## config.mk

```make
export PLATFORM = sky130hd
export DESIGN_NAME = if_id_pipe_ctrl
export DESIGN_NICKNAME = d
export VERILOG_FILES = /design/src/rtl/if_id_pipe_ctrl.sv
export SDC_FILE = /design/constraint.sdc
export NUM_CORES = 1
export LEC_CHECK = 0
export CORE_UTILIZATION = 40
export CTS_CLUSTER_SIZE = 40
export DETAILED_ROUTE_END_ITERATION = 10
export PLACE_DENSITY = 0.87
export SYNTH_ARGS = -nofsm -noshare
export SYNTH_HDL_FRONTEND = slang
export SYNTH_SLANG_ARGS = --single-unit
```

## constraint.sdc

```tcl
create_clock -name clk -period 3.62 [get_ports clk]
set_input_delay 0.724 -clock clk [delete_from_list [all_inputs] [get_ports clk]]
set_output_delay 0.724 -clock clk [all_outputs]
set_load 0.05 [all_outputs]
```

## src/rtl/if_id_pipe_ctrl.sv

```systemverilog
// -----------------------------------------------------------------------------
// if_id_pipe_ctrl
//
// Consumer side of the load-use hazard interface in a 5-stage MIPS pipeline.
// It applies the hazard unit's PCWrite / IF_ID_Write / stall levels to the PC,
// the IF/ID pipeline register and the ID/EX control bundle, and it also
// squashes the wrong-path fetch when a branch resolves taken in ID.
//
// Per-edge priority: stall > branch_taken > normal.
//
// Ports
//   clk, rst          rising-edge clock, asynchronous active-high reset
//   PCWrite           1 = PC may advance this cycle (normal cycles only)
//   IF_ID_Write       1 = IF/ID may load this cycle (normal cycles only)
//   stall             1 = bubble into ID/EX, freeze PC and IF/ID
//   branch_taken      branch resolved taken in ID
//   branch_target     PC for a taken branch (used as given)
//   instr_in          IMEM read data at pc
//   id_ctrl_in        control bundle from the main decoder
//   pc                current fetch PC
//   if_id_pc_plus4    registered PC+4
//   if_id_instr       registered instruction (0 = NOP)
//   if_id_valid       IF/ID holds a real instruction
//   id_ex_ctrl        control bundle entering ID/EX (all-zero = bubble)
//   id_ex_bubble      bubble was issued into ID/EX on the last edge
//   pipe_state        00 RUN, 01 STALLED, 10 FLUSH (reflects the last edge)
//   stall_err         sticky: a stall lasted more than MAX_STALL edges
//
// Build option
//   STALL_PERF_CNT_EN  adds stall_cycles / flush_cycles 32-bit counters that
//                      wrap at 2^32 and are cleared only by rst.
// -----------------------------------------------------------------------------
module if_id_pipe_ctrl #(
    parameter int              PC_W      = 32,
    parameter int              INSTR_W   = 32,
    parameter int              CTRL_W    = 9,
    parameter logic [PC_W-1:0] RESET_PC  = '0,
    parameter int              MAX_STALL = 4
) (
    input  logic               clk,
    input  logic               rst,
    input  logic               PCWrite,
    input  logic               IF_ID_Write,
    input  logic               stall,
    input  logic               branch_taken,
    input  logic [PC_W-1:0]    branch_target,
    input  logic [INSTR_W-1:0] instr_in,
    input  logic [CTRL_W-1:0]  id_ctrl_in,
    output logic [PC_W-1:0]    pc,
    output logic [PC_W-1:0]    if_id_pc_plus4,
    output logic [INSTR_W-1:0] if_id_instr,
    output logic               if_id_valid,
    output logic [CTRL_W-1:0]  id_ex_ctrl,
    output logic               id_ex_bubble,
    output logic [1:0]         pipe_state,
    output logic               stall_err
`ifdef STALL_PERF_CNT_EN
    ,
    output logic [31:0]        stall_cycles,
    output logic [31:0]        flush_cycles
`endif
);

    typedef enum logic [1:0] {
        ST_RUN     = 2'b00,
        ST_STALLED = 2'b01,
        ST_FLUSH   = 2'b10
    } state_e;

    // Counter must be able to hold MAX_STALL+1, its saturation value.
    localparam int             CNT_W   = $clog2(MAX_STALL + 2);
    localparam logic [CNT_W-1:0] CNT_SAT = CNT_W'(MAX_STALL + 1);

    state_e               state_q, state_d;
    logic [PC_W-1:0]      pc_q, pc_d;
    logic [PC_W-1:0]      if_id_pc_plus4_q, if_id_pc_plus4_d;
    logic [INSTR_W-1:0]   if_id_instr_q, if_id_instr_d;
    logic                 if_id_valid_q, if_id_valid_d;
    logic                 id_ex_bubble_q, id_ex_bubble_d;
    logic [CNT_W-1:0]     stall_cnt_q, stall_cnt_d;
    logic                 stall_err_q, stall_err_d;
    logic [PC_W-1:0]      pc_plus4;

    // Modulo 2^PC_W: 0xFFFFFFFC + 4 wraps to 0 by truncation.
    assign pc_plus4 = pc_q + PC_W'(4);

    // -------------------------------------------------------------------------
    // Datapath next-state
    // -------------------------------------------------------------------------
    always_comb begin
        // NOTE: every signal gets a hold default first so no path through the
        // if/else leaves it unassigned, which would infer a latch.
        pc_d             = pc_q;
        if_id_pc_plus4_d = if_id_pc_plus4_q;
        if_id_instr_d    = if_id_instr_q;
        if_id_valid_d    = if_id_valid_q;
        id_ex_bubble_d   = 1'b0;

        if (stall) begin
            // Branch operands are not valid yet, so branch_taken is ignored.
            id_ex_bubble_d = 1'b1;
        end else if (branch_taken) begin
            // One-cycle squash of the wrong-path fetch.
            pc_d             = branch_target;
            if_id_pc_plus4_d = '0;
            if_id_instr_d    = '0;
            if_id_valid_d    = 1'b0;
        end else begin
            if (PCWrite) begin
                pc_d = pc_plus4;
            end
            if (IF_ID_Write) begin
                if_id_pc_plus4_d = pc_plus4;
                if_id_instr_d    = instr_in;
                if_id_valid_d    = 1'b1;
            end
        end
    end

    // Stall watchdog: counts consecutive stalled edges, saturating one past
    // the tolerated limit; the error flag is sticky until reset.
    always_comb begin
        stall_cnt_d = '0;
        if (stall) begin
            stall_cnt_d = (stall_cnt_q == CNT_SAT) ? stall_cnt_q : stall_cnt_q + CNT_W'(1);
        end
        stall_err_d = stall_err_q | (stall_cnt_d == CNT_SAT);
    end

    // -------------------------------------------------------------------------
    // FSM: next-state logic
    // -------------------------------------------------------------------------
    always_comb begin
        state_d = state_q;
        case (state_q)
            ST_RUN: begin
                if (stall)             state_d = ST_STALLED;
                else if (branch_taken) state_d = ST_FLUSH;
            end
            ST_STALLED: begin
                if (stall)             state_d = ST_STALLED;
                else if (branch_taken) state_d = ST_FLUSH;
                else                   state_d = ST_RUN;
            end
            ST_FLUSH: begin
                if (stall)             state_d = ST_STALLED;
                else if (branch_taken) state_d = ST_FLUSH;
                else                   state_d = ST_RUN;
            end
            default:                   state_d = ST_RUN;
        endcase
    end

    // -------------------------------------------------------------------------
    // Registers
    // -------------------------------------------------------------------------
    // NOTE: sequential state uses non-blocking (<=) so every flop samples the
    // pre-edge values, independent of statement order.
    always_ff @(posedge clk or posedge rst) begin
        if (rst) begin
            state_q <= ST_RUN;
        end else begin
            state_q <= state_d;
        end
    end

    always_ff @(posedge clk or posedge rst) begin
        if (rst) begin
            pc_q             <= RESET_PC;
            if_id_pc_plus4_q <= '0;
            if_id_instr_q    <= '0;
            if_id_valid_q    <= 1'b0;
            id_ex_bubble_q   <= 1'b0;
            stall_cnt_q      <= '0;
            stall_err_q      <= 1'b0;
        end else begin
            pc_q             <= pc_d;
            if_id_pc_plus4_q <= if_id_pc_plus4_d;
            if_id_instr_q    <= if_id_instr_d;
            if_id_valid_q    <= if_id_valid_d;
            id_ex_bubble_q   <= id_ex_bubble_d;
            stall_cnt_q      <= stall_cnt_d;
            stall_err_q      <= stall_err_d;
        end
    end

`ifdef STALL_PERF_CNT_EN
    logic [31:0] stall_cycles_q, stall_cycles_d;
    logic [31:0] flush_cycles_q, flush_cycles_d;

    always_comb begin
        stall_cycles_d = stall_cycles_q;
        flush_cycles_d = flush_cycles_q;
        if (stall) begin
            stall_cycles_d = stall_cycles_q + 32'd1;
        end else if (branch_taken) begin
            flush_cycles_d = flush_cycles_q + 32'd1;
        end
    end

    always_ff @(posedge clk or posedge rst) begin
        if (rst) begin
            stall_cycles_q <= '0;
            flush_cycles_q <= '0;
        end else begin
            stall_cycles_q <= stall_cycles_d;
            flush_cycles_q <= flush_cycles_d;
        end
    end

    assign stall_cycles = stall_cycles_q;
    assign flush_cycles = flush_cycles_q;
`endif

    // -------------------------------------------------------------------------
    // Outputs
    // -------------------------------------------------------------------------
    always_comb begin
        pipe_state = state_q;
    end

    // Zero latency: the bubble enters ID/EX on the same edge stall is sampled.
    assign id_ex_ctrl     = stall ? '0 : id_ctrl_in;
    assign pc             = pc_q;
    assign if_id_pc_plus4 = if_id_pc_plus4_q;
    assign if_id_instr    = if_id_instr_q;
    assign if_id_valid    = if_id_valid_q;
    assign id_ex_bubble   = id_ex_bubble_q;
    assign stall_err      = stall_err_q;

endmodule
```

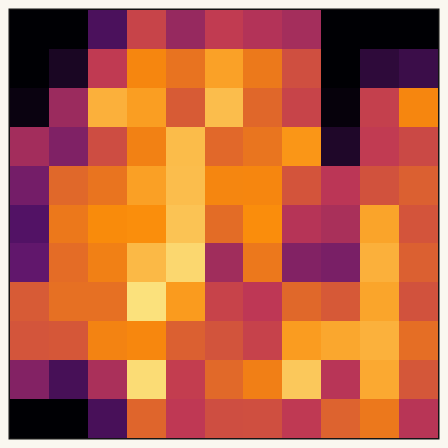
(images/cell_density.png)
11 x 11 tiles, from black (low) to pale yellow (high), 0 to 100% covered.
fullest tile: 94%
emptiest ninth of the die: upper right
nearly empty tiles: 8.3%
fin util: 60.5%
Core Box Area: 12200 um2

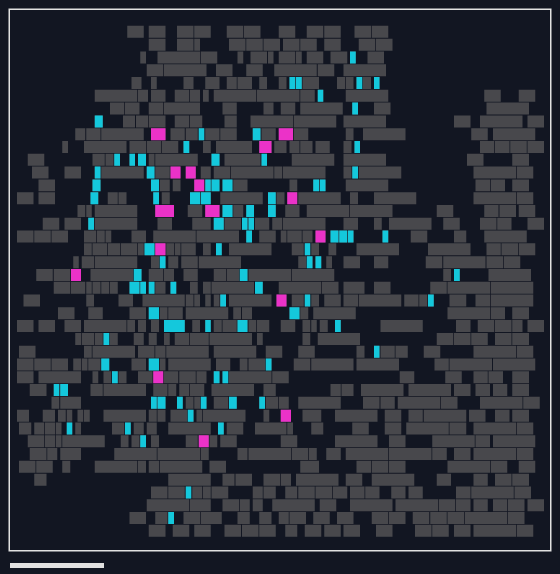
(images/logic_types.png)
The bar under the picture is 20 um long.
legend:
  magenta:
    family: AND and OR gates
    cells: 16
    most_used: and3_1
  cyan:
    family: NAND gates
    cells: 90
    most_used: nand2_1
post-route insts no fill: 858
most common logic cell in the routed design: clkdlybuf4s50_1

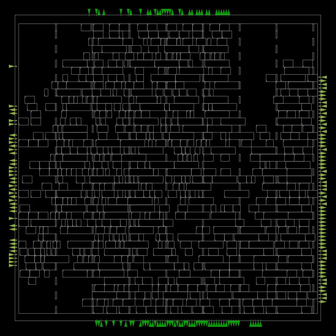
(images/placement.png)
flop count: 104
Cell Rows: 40
fillers: 1049
register share of the cell area: 35.2%

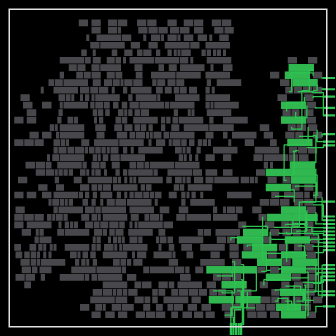
(images/io_fan.png)
legend:
  green:
    port: `if_id_instr`
    bits: 32
    direction: output
    end_cells: 32
    wire: 858 um
IO Port Bufs: 188
IO Pins: 189

==> flow_summary_export.csv <==
group,metric,value,unit
status,status,"finished, final reports clean",
cts,cts_setup_buffers,0,
drt,drt_iter0_markers,371,
drt,drt_drc_violations_left,0,
cts,cts_resized,0,
logic_synthesis,synth-seq-cells,104,
worst_setup_path,crit_start,"stall",
power_and_ir_drop,top_power_group,"registers",
final_layout,clkbuf_count,9,
logic_synthesis,fa_ha_area_share,1.23,%
logic_synthesis,synth.comb.largest_family,"AND-OR/OR-AND gates",
final_layout,nets,769,
worst_setup_path,start_kind,"primary input",
logic_synthesis,synth-async-reset-ratio,100,%
cts,tritoncts,"built",
final_layout,num_antenna_cells,0,
sta,relSlewSlack,34.6,%
logic_synthesis,muxShareOfSynthArea,1.23,%
worst_setup_path,required,2900,ps
power_and_ir_drop,p_comb,1450,uW
drt,firstDrtPassIters,5,
global_route,grt_max_degree,66,
worst_setup_path,crit_slowest_cell,"clkdlybuf4s50_1",
logic_synthesis,top_cell,"dfrtp_1",
floorplan,die_h,115,um
sta,tightest_slew,979,ps
logic_synthesis,ys_sh_aoi,20.3,%
logic_synthesis,xor_share,4.65,%
cts,cts_max_level,3,
logic_synthesis,top_cells_by_area,"dfrtp_1, a22o_1, o21ai_0",
final_layout,drive_gt1_share,7.54,%
power_and_ir_drop,power_frac_seq,38.6,%
logic_synthesis,yosysTopAreaCell,"dfrtp_1",
power_and_ir_drop,pg_seq,1510,uW
logic_synthesis,seq_area_frac_synth,51.1,%
final_layout,area_growth_syn_to_layout,45.1,%
sta,skew,8.29,ps
power_and_ir_drop,p_sw_share,40.4,%
sta,drv_slew,0,
final_layout,dominant-cell-class,"sequential cells",
worst_hold_path,hold_path_class,"register to register",
sta,whs,473,ps
place,placed_area,7100,um2
final_layout,bufAreaShareNonClock,26.0,%
worst_setup_path,critical_path_class,"primary input to primary output",
logic_synthesis,top_cells_by_count,"dfrtp_1, nand2_1, o21ai_0",
global_route,grt_pass1_wl,24.4,mm
power_and_ir_drop,combPwrFrac,37.2,%
final_layout,regArea,2600,um2
cts,cts.root.buffer_cell,"clkbuf_16",
floorplan,fp-utilization,41.7,%
drt,ant_nets,0,
place,place.gp.congestion,0.876,
floorplan,tapCellCount,168,
logic_synthesis,syn_inst,513,
worst_setup_path,critical_path.top_delay_family,"buffers and inverters",
logic_synthesis,ys.flop_type,"dfrtp_1",
cts,cts_made_buffers,9,
global_route,grtUsageTotal,23.8,%
worst_setup_path,reg2reg_from,"pc[2]",
cts,clk_path_buf_depth,2,
place,dp_slack,562,ps
cts,cts.hold.buffers_added,0,
logic_synthesis,yosysChipArea,5090,um2
cts,cts.sinks,104,
cts,clk_pin_slew,70,ps
drt,vias,4782,
cts,clk_latency,340,ps
worst_setup_path,cpPeakStageDelay,810,ps
## routing by layer
layer,wire length (um),up-vias,track usage (%)
met5,0,-,0
met4,212,0,6.84
met3,1170,20,5.22
met2,7610,225,40.9
met1,6330,2336,30.1
li1,-,2201,-
## final timing paths
check	endpoint	slack, ps	cells after the start
setup / recovery	id_ex_ctrl[8]	830	3
hold / removal	stall_err	470	1
setup reg to reg	if_id_pc_plus4[14]	1140	6
hold reg to reg	stall_err	470	1
max in group asynchronous	if_id_pc_plus4[1]	2000	3
min in group asynchronous	if_id_instr[11]	880	2
## flip-flops by register name (all words and copies together), names as in the netlist
name and flops:
stall_err 1, pipe_state 2, stall_cnt_q 3, if_id_pc_plus4 32, if_id_valid 1, id_ex_bubble 1
if_id_instr 32, pc 32
